### src/rtl/initial_try9.sv
// UART receiver that gathers four 8N1 bytes, then replays them on a UART transmitter.
// Latency: done about 9.5 bit times after the start edge; busy rises the cycle after ready.
// Backpressure: none on the serial line; start edges are ignored while the transmitter is busy.
module initial_try9 #(
  parameter int CLKS_PER_BIT = 1250
) (
  input  logic        clk,
  input  logic        nrst,
  input  logic        data,
  output logic        tx,
  output logic [9:0]  data_store,
  output logic [7:0]  bit_count,
  output logic [1:0]  state,
  output logic        busy,
  output logic        idle,
  output logic        done,
  output logic        signal,
  output logic        ready,
  output logic [3:0]  bit_count3,
  output logic [31:0] data_store2
);

  // The bit timer must be able to hold CLKS_PER_BIT - 1.
  localparam int TW = $clog2(CLKS_PER_BIT + 1);
  localparam logic [TW-1:0] BIT_LAST  = TW'(CLKS_PER_BIT - 1);
  localparam logic [TW-1:0] HALF_LAST = TW'(CLKS_PER_BIT / 2 - 1);

  typedef enum logic [1:0] {
    ST_IDLE  = 2'b00,
    ST_START = 2'b01,
    ST_DATA  = 2'b10,
    ST_STOP  = 2'b11
  } rx_state_t;

  rx_state_t       rx_q;
  rx_state_t       rx_d;
  logic            sync_meta;
  logic            sig_prev;
  logic            sig_fall;
  logic [TW-1:0]   rx_timer;
  logic [2:0]      rx_bit;
  logic [7:0]      rx_shift;
  logic [2:0]      rx_cnt;
  logic            timer_clr;
  logic            shift_en;
  logic            bit_inc;
  logic            frame_ok;
  logic [TW-1:0]   tx_timer;
  logic [1:0]      tx_byte;
  logic [7:0]      tx_cur;
  logic [2:0]      tx_data_idx;

  assign state    = rx_q;
  assign sig_fall = sig_prev & ~signal;
  assign idle     = (rx_q == ST_IDLE) && !busy;

  // Two-flop synchronizer on the RX line plus one more flop for falling-edge detection.
  always_ff @(posedge clk or negedge nrst) begin
    if (!nrst) begin
      sync_meta <= 1'b1;
      signal    <= 1'b1;
      sig_prev  <= 1'b1;
    end else begin
      sync_meta <= data;
      signal    <= sync_meta;
      sig_prev  <= signal;
    end
  end

  // RX state register.
  always_ff @(posedge clk or negedge nrst) begin
    if (!nrst) begin
      rx_q <= ST_IDLE;
    end else begin
      rx_q <= rx_d;
    end
  end

  // RX next state and datapath strobes: START samples mid-bit, DATA/STOP one bit later each.
  always_comb begin
    rx_d      = rx_q;
    timer_clr = 1'b0;
    shift_en  = 1'b0;
    bit_inc   = 1'b0;
    frame_ok  = 1'b0;
    case (rx_q)
      ST_IDLE: begin
        // ready is gated too so a start edge cannot slip in the cycle before busy rises.
        if (!busy && !ready && sig_fall) begin
          rx_d      = ST_START;
          timer_clr = 1'b1;
        end
      end
      ST_START: begin
        if (rx_timer == HALF_LAST) begin
          timer_clr = 1'b1;
          rx_d      = signal ? ST_IDLE : ST_DATA;
        end
      end
      ST_DATA: begin
        if (rx_timer == BIT_LAST) begin
          timer_clr = 1'b1;
          shift_en  = 1'b1;
          if (rx_bit == 3'd7) begin
            rx_d = ST_STOP;
          end else begin
            bit_inc = 1'b1;
          end
        end
      end
      ST_STOP: begin
        if (rx_timer == BIT_LAST) begin
          timer_clr = 1'b1;
          rx_d      = ST_IDLE;
          frame_ok  = signal;
        end
      end
      default: rx_d = ST_IDLE;
    endcase
  end

  // RX bit timer, data-bit index and LSB-first shift register.
  always_ff @(posedge clk or negedge nrst) begin
    if (!nrst) begin
      rx_timer <= '0;
      rx_bit   <= 3'd0;
      rx_shift <= 8'd0;
    end else begin
      if (timer_clr || rx_q == ST_IDLE) begin
        rx_timer <= '0;
      end else begin
        rx_timer <= rx_timer + TW'(1);
      end
      if (rx_q != ST_DATA) begin
        rx_bit <= 3'd0;
      end else if (bit_inc) begin
        rx_bit <= rx_bit + 3'd1;
      end
      if (shift_en) begin
        rx_shift <= {signal, rx_shift[7:1]};
      end
    end
  end

  // Commit a good frame: store it, shift it into the 4-byte buffer, pulse done and ready.
  always_ff @(posedge clk or negedge nrst) begin
    if (!nrst) begin
      data_store  <= 10'd0;
      data_store2 <= 32'd0;
      bit_count   <= 8'd0;
      rx_cnt      <= 3'd0;
      done        <= 1'b0;
      ready       <= 1'b0;
    end else begin
      done  <= frame_ok;
      ready <= frame_ok && (rx_cnt == 3'd3);
      if (frame_ok) begin
        data_store  <= {1'b1, rx_shift, 1'b0};
        data_store2 <= {rx_shift, data_store2[31:8]};
        bit_count   <= bit_count + 8'd1;
        rx_cnt      <= (rx_cnt == 3'd3) ? 3'd0 : rx_cnt + 3'd1;
      end
    end
  end

  // TX sequencer: 4 bytes x 10 bits x CLKS_PER_BIT clocks, started by ready.
  always_ff @(posedge clk or negedge nrst) begin
    if (!nrst) begin
      busy       <= 1'b0;
      tx_timer   <= '0;
      tx_byte    <= 2'd0;
      bit_count3 <= 4'd0;
    end else if (!busy) begin
      tx_timer   <= '0;
      tx_byte    <= 2'd0;
      bit_count3 <= 4'd0;
      if (ready) begin
        busy <= 1'b1;
      end
    end else if (tx_timer == BIT_LAST) begin
      tx_timer <= '0;
      if (bit_count3 == 4'd9) begin
        bit_count3 <= 4'd0;
        if (tx_byte == 2'd3) begin
          busy <= 1'b0;
        end else begin
          tx_byte <= tx_byte + 2'd1;
        end
      end else begin
        bit_count3 <= bit_count3 + 4'd1;
      end
    end else begin
      tx_timer <= tx_timer + TW'(1);
    end
  end

  // Select the buffer byte currently being sent; the buffer is frozen while busy.
  always_comb begin
    tx_cur = 8'd0;
    case (tx_byte)
      2'd0:    tx_cur = data_store2[7:0];
      2'd1:    tx_cur = data_store2[15:8];
      2'd2:    tx_cur = data_store2[23:16];
      default: tx_cur = data_store2[31:24];
    endcase
  end

  // TX line: start bit 0, data LSB first, stop bit and idle high.
  always_comb begin
    tx          = 1'b1;
    tx_data_idx = 3'(bit_count3 - 4'd1);
    if (busy) begin
      if (bit_count3 == 4'd0) begin
        tx = 1'b0;
      end else if (bit_count3 <= 4'd8) begin
        tx = tx_cur[tx_data_idx];
      end
    end
  end

endmodule

### config.mk
export PLATFORM = sky130hd
export DESIGN_NAME = initial_try9
export DESIGN_NICKNAME = d
export VERILOG_FILES = /design/src/rtl/initial_try9.sv
export SDC_FILE = /design/constraint.sdc
export NUM_CORES = 1
export LEC_CHECK = 0
export CAP_MARGIN = 10
export CORE_AREA = 2 2 89 91
export CTS_BUF_LIST = sky130_fd_sc_hd__clkbuf_2 sky130_fd_sc_hd__clkbuf_4 sky130_fd_sc_hd__clkbuf_8
export CTS_CLUSTER_DIAMETER = 100
export DETAILED_ROUTE_END_ITERATION = 10
export DIE_AREA = 0 0 91 93
export MAX_ROUTING_LAYER = met4
export PLACE_DENSITY_LB_ADDON = 0.1
export REMOVE_ABC_BUFFERS = 1
export SKIP_LAST_GASP = 1
export SLEW_MARGIN = 20
export SYNTH_ARGS = -nofsm -noshare
export SYNTH_HDL_FRONTEND = slang
export SYNTH_SLANG_ARGS = --single-unit
### constraint.sdc
create_clock -name clk -period 6.5 [get_ports clk]
set_clock_uncertainty 0.05 [all_clocks]
set_input_delay 1.3 -clock clk [delete_from_list [all_inputs] [get_ports clk]]
set_output_delay 1.3 -clock clk [all_outputs]
set_load 0.03 [all_outputs]
Figure 1. Met1 routing (run 1).
The bar under the picture is 20 µm long.
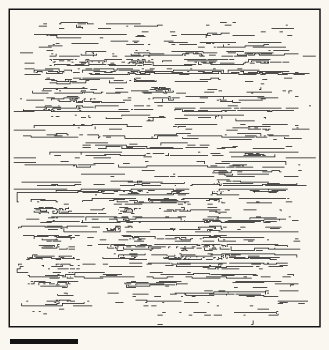
longest straight run: 27.1 µm
wire length on this layer: 4,050 µm
main direction: horizontal

Figure 2. Signal wires on met2 (run 1).
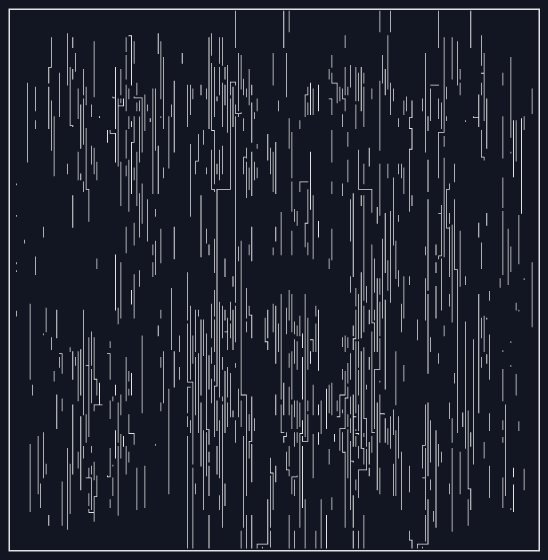
share of all routed wire: 45%
wire length on this layer: 3,760 µm
longest straight run: 33.9 µm

Figure 3. Signal wires on met3 (run 1).
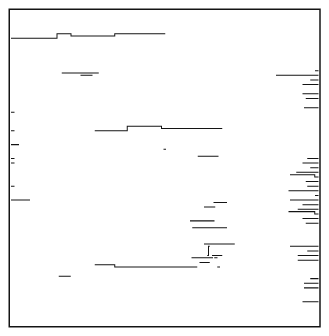
share of all routed wire: 4.1%
nets with wire on the layer: 51
main direction: horizontal
longest straight run: 24.1 µm

==> notes.md, run 1 <==
State of the implementation.

- The flow ran to the end, and the final reports show no timing, DRC or antenna violations.
- After synthesis, the largest area contributor takes up 50.7% of total cell area.
- Per the detail_route log, met2 wirelength is 3.76 mm.
- The count of state elements after synthesis is 91, for reference.
- The synthesized-area fraction occupied by xor and xnor cells is 5.04%, for reference.
- sky130_fd_sc_hd__dfrtp_1 takes more of the synthesized area than any other cell.
- Of the synthesized area, sequential elements account for 52.5%.
- According to the floorplan report, the die width is 91 µm.
- Before any placement, the netlist area is recorded as 0.00435 mm².
- The worst setup path is captured at a primary output.
- From bottom edge to top edge, the die measures 93 µm.
- The synthesized netlist devotes 7.63% of its cell area to compound gates.
- Among the non-sequential cells, simple AND/OR/NAND/NOR gates take the most area.
- Logic depth along the worst register-to-register path is recorded as 6.
- CTS built an H-tree with a depth of 3.
- The post-placement cell count is 515, for reference.
- The worst path meets setup with 2.17 ns of slack.
- Per the synthesis report, the number of distinct cell types is 53.
- The tool warning count is 35, for reference.
- STA classifies the critical path startpoint as a flip-flop.
- The end point of the critical path is tx, for reference.
- The worst slack at placement is 2.56 ns, for reference.
- The total stage count of the critical path is 8, for reference.
- In the final layout, excluding clock buffers the buffer count is 65.
- The pin count of the biggest net entering global routing is 65, for reference.
- During tapcell insertion the tool placed 102 well taps.
run 1: Yosys cell counts, types with 4 or more instances:
cell type                   n
sky130_fd_sc_hd__and3_1     6
sky130_fd_sc_hd__inv_1     14
sky130_fd_sc_hd__o21ai_0   10
sky130_fd_sc_hd__nand2_1   15
sky130_fd_sc_hd__xor2_1    11
sky130_fd_sc_hd__nand2b_1   5
sky130_fd_sc_hd__ha_1      18
sky130_fd_sc_hd__mux2_4     8
sky130_fd_sc_hd__a21oi_1   11
sky130_fd_sc_hd__nand3_1   17
sky130_fd_sc_hd__dfrtp_1   88
sky130_fd_sc_hd__buf_2      7
sky130_fd_sc_hd__xnor2_1   14
sky130_fd_sc_hd__nor3_1     6
sky130_fd_sc_hd__nor2_1    34
sky130_fd_sc_hd__mux2_2    33
sky130_fd_sc_hd__clkbuf_1   7
sky130_fd_sc_hd__buf_4      9
sky130_fd_sc_hd__a222oi_1   4
run 1: registers in the layout (all words and copies together), names as in the netlist, 2 cells and up, named ones only:
name and count:
rx_bit 3, rx_timer 11, rx_cnt 3, tx_timer 11, tx_byte 2, data_store 2
rx_shift 8, data_store2 31, bit_count 8, bit_count3 4
run 1: metrics by stage:
| stage | hold WS [ns] | total power [µW] | instance area (µm²) |
|---|---|---|---|
| floorplan | 0.295 | 664 | 4210 |
| detailed placement | 0.297 | 695 | 4980 |
| global placement | 0.296 | 693 | 4980 |
| finish | 0.310 | 1050 | 5170 |
| CTS | 0.310 | 1070 | 5170 |
| global route | 0.324 | 1110 | 5170 |
run 1: power breakdown:
group / total (µW) / switching [µW] / leakage, µW / internal (µW)
Sequential: 605 / 22.4 / 0.00125 / 583
Clock: 367 / 217 / 0.0000926 / 149
Combinational: 77.0 / 44.0 / 0.000969 / 33.1
Total: 1050 / 284 / 0.00231 / 765
## Run 2: what changed since run 1
Settings changed: CORE_AREA 2 2 89 91 to 2 2 96 98, DIE_AREA 0 0 91 93 to 0 0 98 100.
Clock period 6.5 ns to 3.8 ns, I/O delays scaled along.
Figure 4. Met1 routing (run 2).
The bar under the picture is 20 µm long.
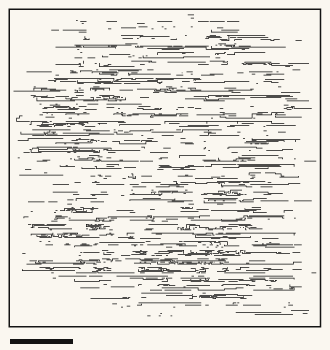
met1 track utilization from global routing: 25.1%
drt total wl: 8.56 mm
total number of vias: 2,939

Figure 5. Signal wires on met3 (run 2).
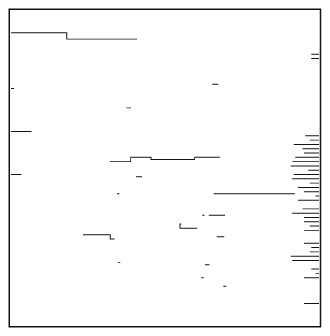
longest straight run: 25.3 µm
main direction: horizontal

==> run 2 against run 1 <==
Effect of this change: worst hold slack lost 0.0017 ns; clock power grew 100%; first-iteration DRC count grew 4.0%; total power grew 83%; highest routed layer unchanged.
==> notes.md, run 2 <==
State of the implementation.

- The capture point of the critical path was reported as tx.
- Sorting the synthesized cells by how often they occur yields sky130_fd_sc_hd__dfrtp_1 (88), sky130_fd_sc_hd__nor2_1 (34), sky130_fd_sc_hd__mux2_2 (33).
- The highest cell delay on the worst timing path is 0.44 ns, for reference.
- The share of Yosys cell area claimed by the top area cell type is 50.7% (unchanged), for reference.
- The sequential share of the synthesized area is 52.5% (unchanged), for reference.
- The upper clock frequency limit is 294 MHz, for reference.
- The pin count of the biggest net entering global routing is 61 (-6.2%), for reference.
- The largest registers in the layout are data_store2 x31, rx_timer x11, tx_timer x11.
- The tool warning count came to 35 (unchanged).
- The library cell occupying the most area in the post-synthesis netlist is sky130_fd_sc_hd__dfrtp_1, for reference.
- The worst slack at placement is 0.453 ns (-2.11 ns), for reference.
- The total power consumption of the routed design is 1910 µW (+83%).
- The final setup slack of the worst path was 0.400 ns (-1.77 ns).
- The synthesized area is 0.00435 mm² (unchanged), for reference.
- The deepest level of the CTS H-tree is 3 (unchanged), for reference.
- STA classifies the critical path startpoint as a flip-flop.
- The worst setup path is captured at a primary output.
- The total stage count of the critical path is 8 (unchanged).
- In this run the worst setup path begins at tx_byte[0]$_DFFE_PN0P_.
- The smallest hold slack is 0.309 ns (-0.00171 ns), for reference.
- The horizontal extent of the die came to 98 µm (+7.7%).
- The number of unique standard cell types used by synthesis is 53 (unchanged), for reference.
- The count of state elements after synthesis is 91 (unchanged), for reference.
- The depth of the most critical reg-to-reg path is 6 (unchanged).
- The number of nets with antenna violations after routing is 0, for reference.
- The largest driver fanout on the critical path is 8, for reference.
- The register with the most flip-flops in the final layout is data_store2.
- The most frequently used library cell after synthesis is sky130_fd_sc_hd__dfrtp_1.
- The multi-input combinational cell area is 0.00187 mm², for reference.
- The number of flip-flops in the largest register is 31 (unchanged), for reference.
- The flow ran to the end, and the final reports show no timing, DRC or antenna violations.
- The synthesis report lists the most area-consuming cells as sky130_fd_sc_hd__dfrtp_1 (51%), sky130_fd_sc_hd__mux2_2 (8.5%), sky130_fd_sc_hd__ha_1 (5.2%).
- The number of global-route vias before repair came to 2,957.
- The vertical die dimension is 100 µm (+7.5%), for reference.
Figure 6. Signal wires on met2 (run 2).
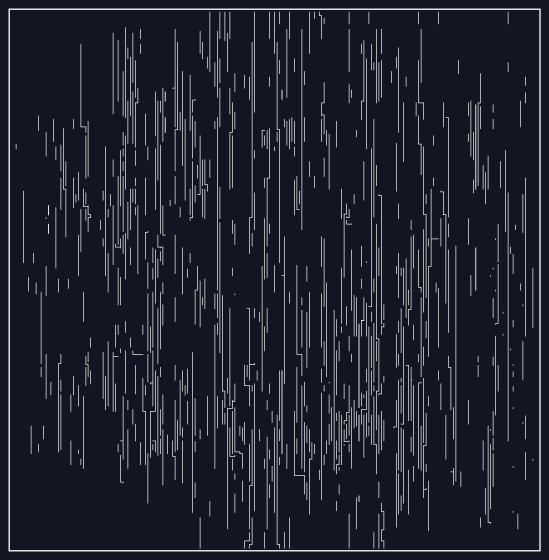
main direction: vertical
share of all routed wire: 48%
nets with wire on the layer: 387

-- run 2: cell counts after synthesis --
No cell type changed its count.
-- run 2: area by class of cell --
cell class,count,area share (%)
well taps,111,2.65
clock buffers,10,2.63
multi-input cells,243,35.8
clock inverters,6,1.84
flip-flops and latches,91,43.6
inverters,14,1.00
repair buffers,66,12.5
-- run 2: power breakdown --
part	internal, µW	leakage [µW]	switching [µW]
Combinational	57.2	0.000973	78.1
Sequential	997	0.00125	38.6
Clock	395	0.000115	348
Total	1450	0.00234	465
-- run 2: through the flow --
step,std cells,area (µm²)
after floorplan,348,4210
after global placement,525,5000
after detailed placement,525,5000
after CTS,541,5230
after global routing,541,5230
final,541,5230
-- run 2: cell families (layout without fill, tap and decap cells) --
| logic type | after synthesis | after routing | synth area share (%) |
|---|---|---|---|
| flip-flops | 91 | 91 | 52.5 |
| AND/OR/NAND/NOR | 107 | 107 | 13.2 |
| multiplexers | 44 | 44 | 12.0 |
| adder cells (fa/ha/maj) | 18 | 18 | 5.18 |
| buffers and inverters | 38 | 96 | 4.43 |
| XOR/XNOR | 25 | 25 | 5.04 |
| AND-OR/OR-AND | 48 | 48 | 7.63 |
| other | 1 | 1 | 0.0863 |
-- run 2: repair_timing --
action,in CTS,in global routing
hold buffers,0,0
setup endpoints to repair,0,1
resized,0,1
-- run 2: routing by layer --
layer  vias up  part of all wire (%)  GRT usage, %
li1       1406                     -             -
met1      1459                    47          25.1
met2        58                    48          29.9
met3        16                   3.5          4.18
met4         0                   2.1          7.69
met5         -                     0             -
## Run 3: what changed since run 2
Settings changed: CORE_AREA 2 2 96 98 to 5 5 99 101, DIE_AREA 0 0 98 100 to 0 0 104 106.
Figure 7. Routing congestion map (run 3).
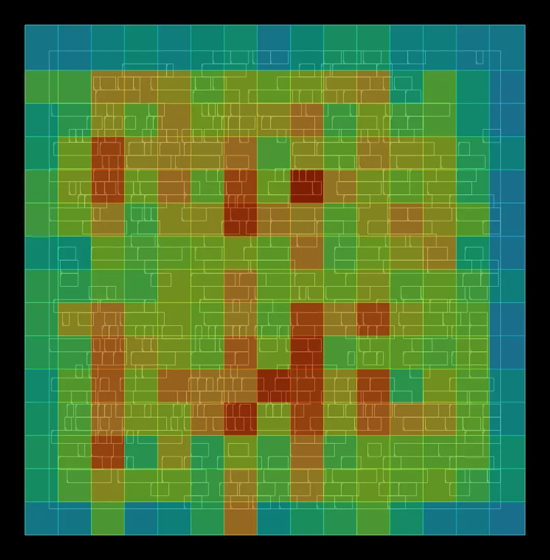
met2 layer usage reported by global route: 26.3%
Util after Layout: 58.2%
met3 demand-to-capacity share in global routing: 5.22%

Figure 8. Wires at chosen ports, followed through buffers (run 3).
The bar under the picture is 20 µm long.
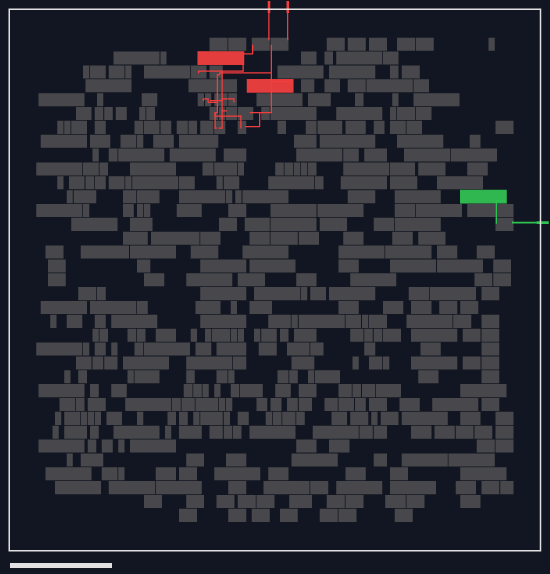
legend:
  done:
    colour: green
    bits: 1
    direction: output
    edge: east
    end_cells: 1
    buffers: 1
    wire: 11.3 µm
  state:
    colour: red
    bits: 2
    direction: output
    edge: north
    end_cells: 2
    buffers: 2
    wire: 105 µm

==> run 3 against run 2 <==
Effect of this change: count of clock-buffer cells in the layout shrank 1; clock power shrank 11%; cell count grew 0.18%; wire length grew 1.3%; non-clock buffer count grew 1; flip-flop count is the same; highest routed layer unchanged; area after synthesis is the same; design area shrank 0.55%; synthesized cell count is the same; global-route usage shrank 2.5 points; worst setup slack gained 0.027 ns; sequential power is essentially flat.
==> notes.md, run 3 <==
State of the implementation.

- The worst slack at placement came to 0.420 ns (-0.0325 ns).
- The type of element launching the critical path is a flip-flop, for reference.
- Yosys attributes the largest share of cell area to sky130_fd_sc_hd__dfrtp_1 (51%), sky130_fd_sc_hd__mux2_2 (8.5%), sky130_fd_sc_hd__ha_1 (5.2%).
- The final setup slack of the worst path is 0.427 ns (+0.0266 ns), for reference.
- The post-synthesis cell type with the largest instance count is sky130_fd_sc_hd__dfrtp_1, for reference.
- The internal power of the cells came to 1360 µW (-5.9%).
- The power of the clock network is 664 µW (-11%).
- The origin of the worst setup path is tx_byte[0]$_DFFE_PN0P_, for reference.
- The synthesized area is 0.00435 mm² (unchanged).
- The run finished with clean final reports.
- For reference, the top cells by count after synthesis are sky130_fd_sc_hd__dfrtp_1 (88), sky130_fd_sc_hd__nor2_1 (34), sky130_fd_sc_hd__mux2_2 (33).
- The largest register by flop count is data_store2, for reference.
- The share of total power consumed by net switching came to 25.8% (+1.5 points).
- The smallest hold slack was 0.314 ns (+0.00569 ns).
- The count of state elements after synthesis is 91 (unchanged).
- The horizontal extent of the die came to 104 µm (+6.1%).
- The power drawn by the sequential cells came to 1040 µW (about the same).
- The post-placement cell count is 526 (+0.19%), for reference.
- The number of global-route vias before repair is 2,937 (-0.68%), for reference.
- The area of all placed cells without fillers is 0.00520 mm² (-0.55%), for reference.
- The number of unique standard cell types used by synthesis is 53 (unchanged), for reference.
- The total power consumption of the routed design is 1840 µW (-4.0%), for reference.
- The library cell occupying the most area in the post-synthesis netlist is sky130_fd_sc_hd__dfrtp_1, for reference.
- The tool warning count is 35 (unchanged), for reference.
- The share of total power in the clock network is 36.1% (-2.7 points).
- The combinational power is 138 µW (about the same), for reference.
- The depth of the most critical reg-to-reg path was 6 (unchanged).
- The post-detailed-placement cell area is 0.00500 mm² (+0.15%), for reference.
- The highest cell delay on the worst timing path came to 0.45 ns (about the same).
- The largest power group is registers, for reference.
- The number of nets with antenna violations after routing was 0 (unchanged).
- The relative contribution of sequential cells to total power is 56.4% (+2.3 points), for reference.
- The part of the power in combinational logic came to 7.5% (+0.4 points).
- The pin count of the biggest net entering global routing is 47 (-23%), for reference.
- The share of Yosys cell area claimed by the top area cell type is 50.7% (unchanged), for reference.
- The deepest level of the CTS H-tree came to 3 (unchanged).
- The sequential share of the synthesized area is 52.5% (unchanged), for reference.
- The largest driver fanout on the critical path is 8 (unchanged), for reference.
- The type of element capturing the critical path is a primary output, for reference.
- The tightest min-delay check is of the flip-flop to flip-flop type.
Figure 9. Signal wires on met2 (run 3).
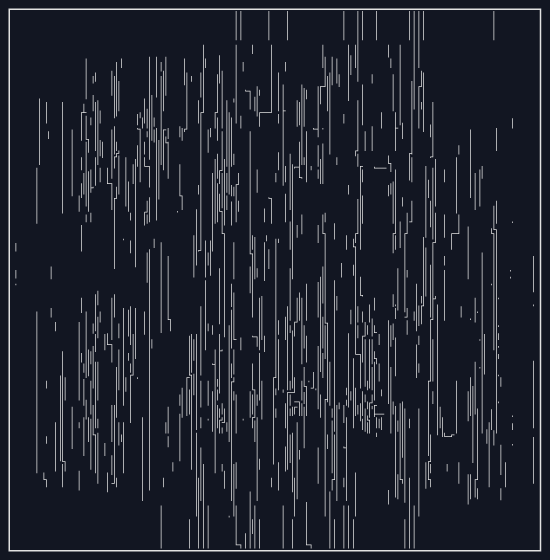
total number of vias: 2,921
drt total wl: 8.68 mm

[run 3: cell counts after synthesis]
No cell type changed its count.
[run 3: worst max path at each step]
stage,end,slack [ns],cells past startpoint
global placement,tx,0.51,8
global route,tx,0.24,8
finish,tx,0.43,8
detailed placement,tx,0.42,8
CTS,tx,0.004,8
floorplan,tx,0.63,7
[run 3: cells by family (layout without fill, tap and decap cells)]
kind of cell / after synthesis / count (layout) / share of synthesized area [%]
muxes: 44 / 44 / 12.0
other: 1 / 1 / 0.0863
and+or+nand+nor: 107 / 107 / 13.2
AOI/OAI and AO/OA: 48 / 48 / 7.63
adders and majority gates: 18 / 18 / 5.18
xor gates and xnor gates: 25 / 25 / 5.04
DFF: 91 / 91 / 52.5
buffers and inverters: 38 / 97 / 4.43
[run 3: routing by layer]
| layer | routed length (µm) | up-vias | part of all wire [%] | track usage, % |
|---|---|---|---|---|
| li1 | - | 1405 | - | - |
| met1 | 3940 | 1439 | 45 | 21.6 |
| met2 | 4180 | 64 | 48 | 26.3 |
| met3 | 427 | 13 | 4.9 | 5.22 |
| met4 | 123 | 0 | 1.4 | 4.07 |
| met5 | 0 | - | 0 | - |
[run 3: repair_timing]
item                       4_1_cts  5_1_grt
setup endpoints to repair        0        1
hold endpoints to repair         0        0
resized                          0        1
[run 3: final cells by class]
| cell class | count | area (µm²) | share of cell area (%) |
|---|---|---|---|
| well taps | 111 | 139 | 2.67 |
| flip-flops and latches | 91 | 2280 | 43.8 |
| clock inverters | 7 | 73.8 | 1.42 |
| multi-input cells | 243 | 1870 | 36.0 |
| inverters | 14 | 52.6 | 1.01 |
| clock buffers | 9 | 124 | 2.38 |
| repair buffers | 67 | 661 | 12.7 |
Power is estimated from default activity; no workload was simulated.
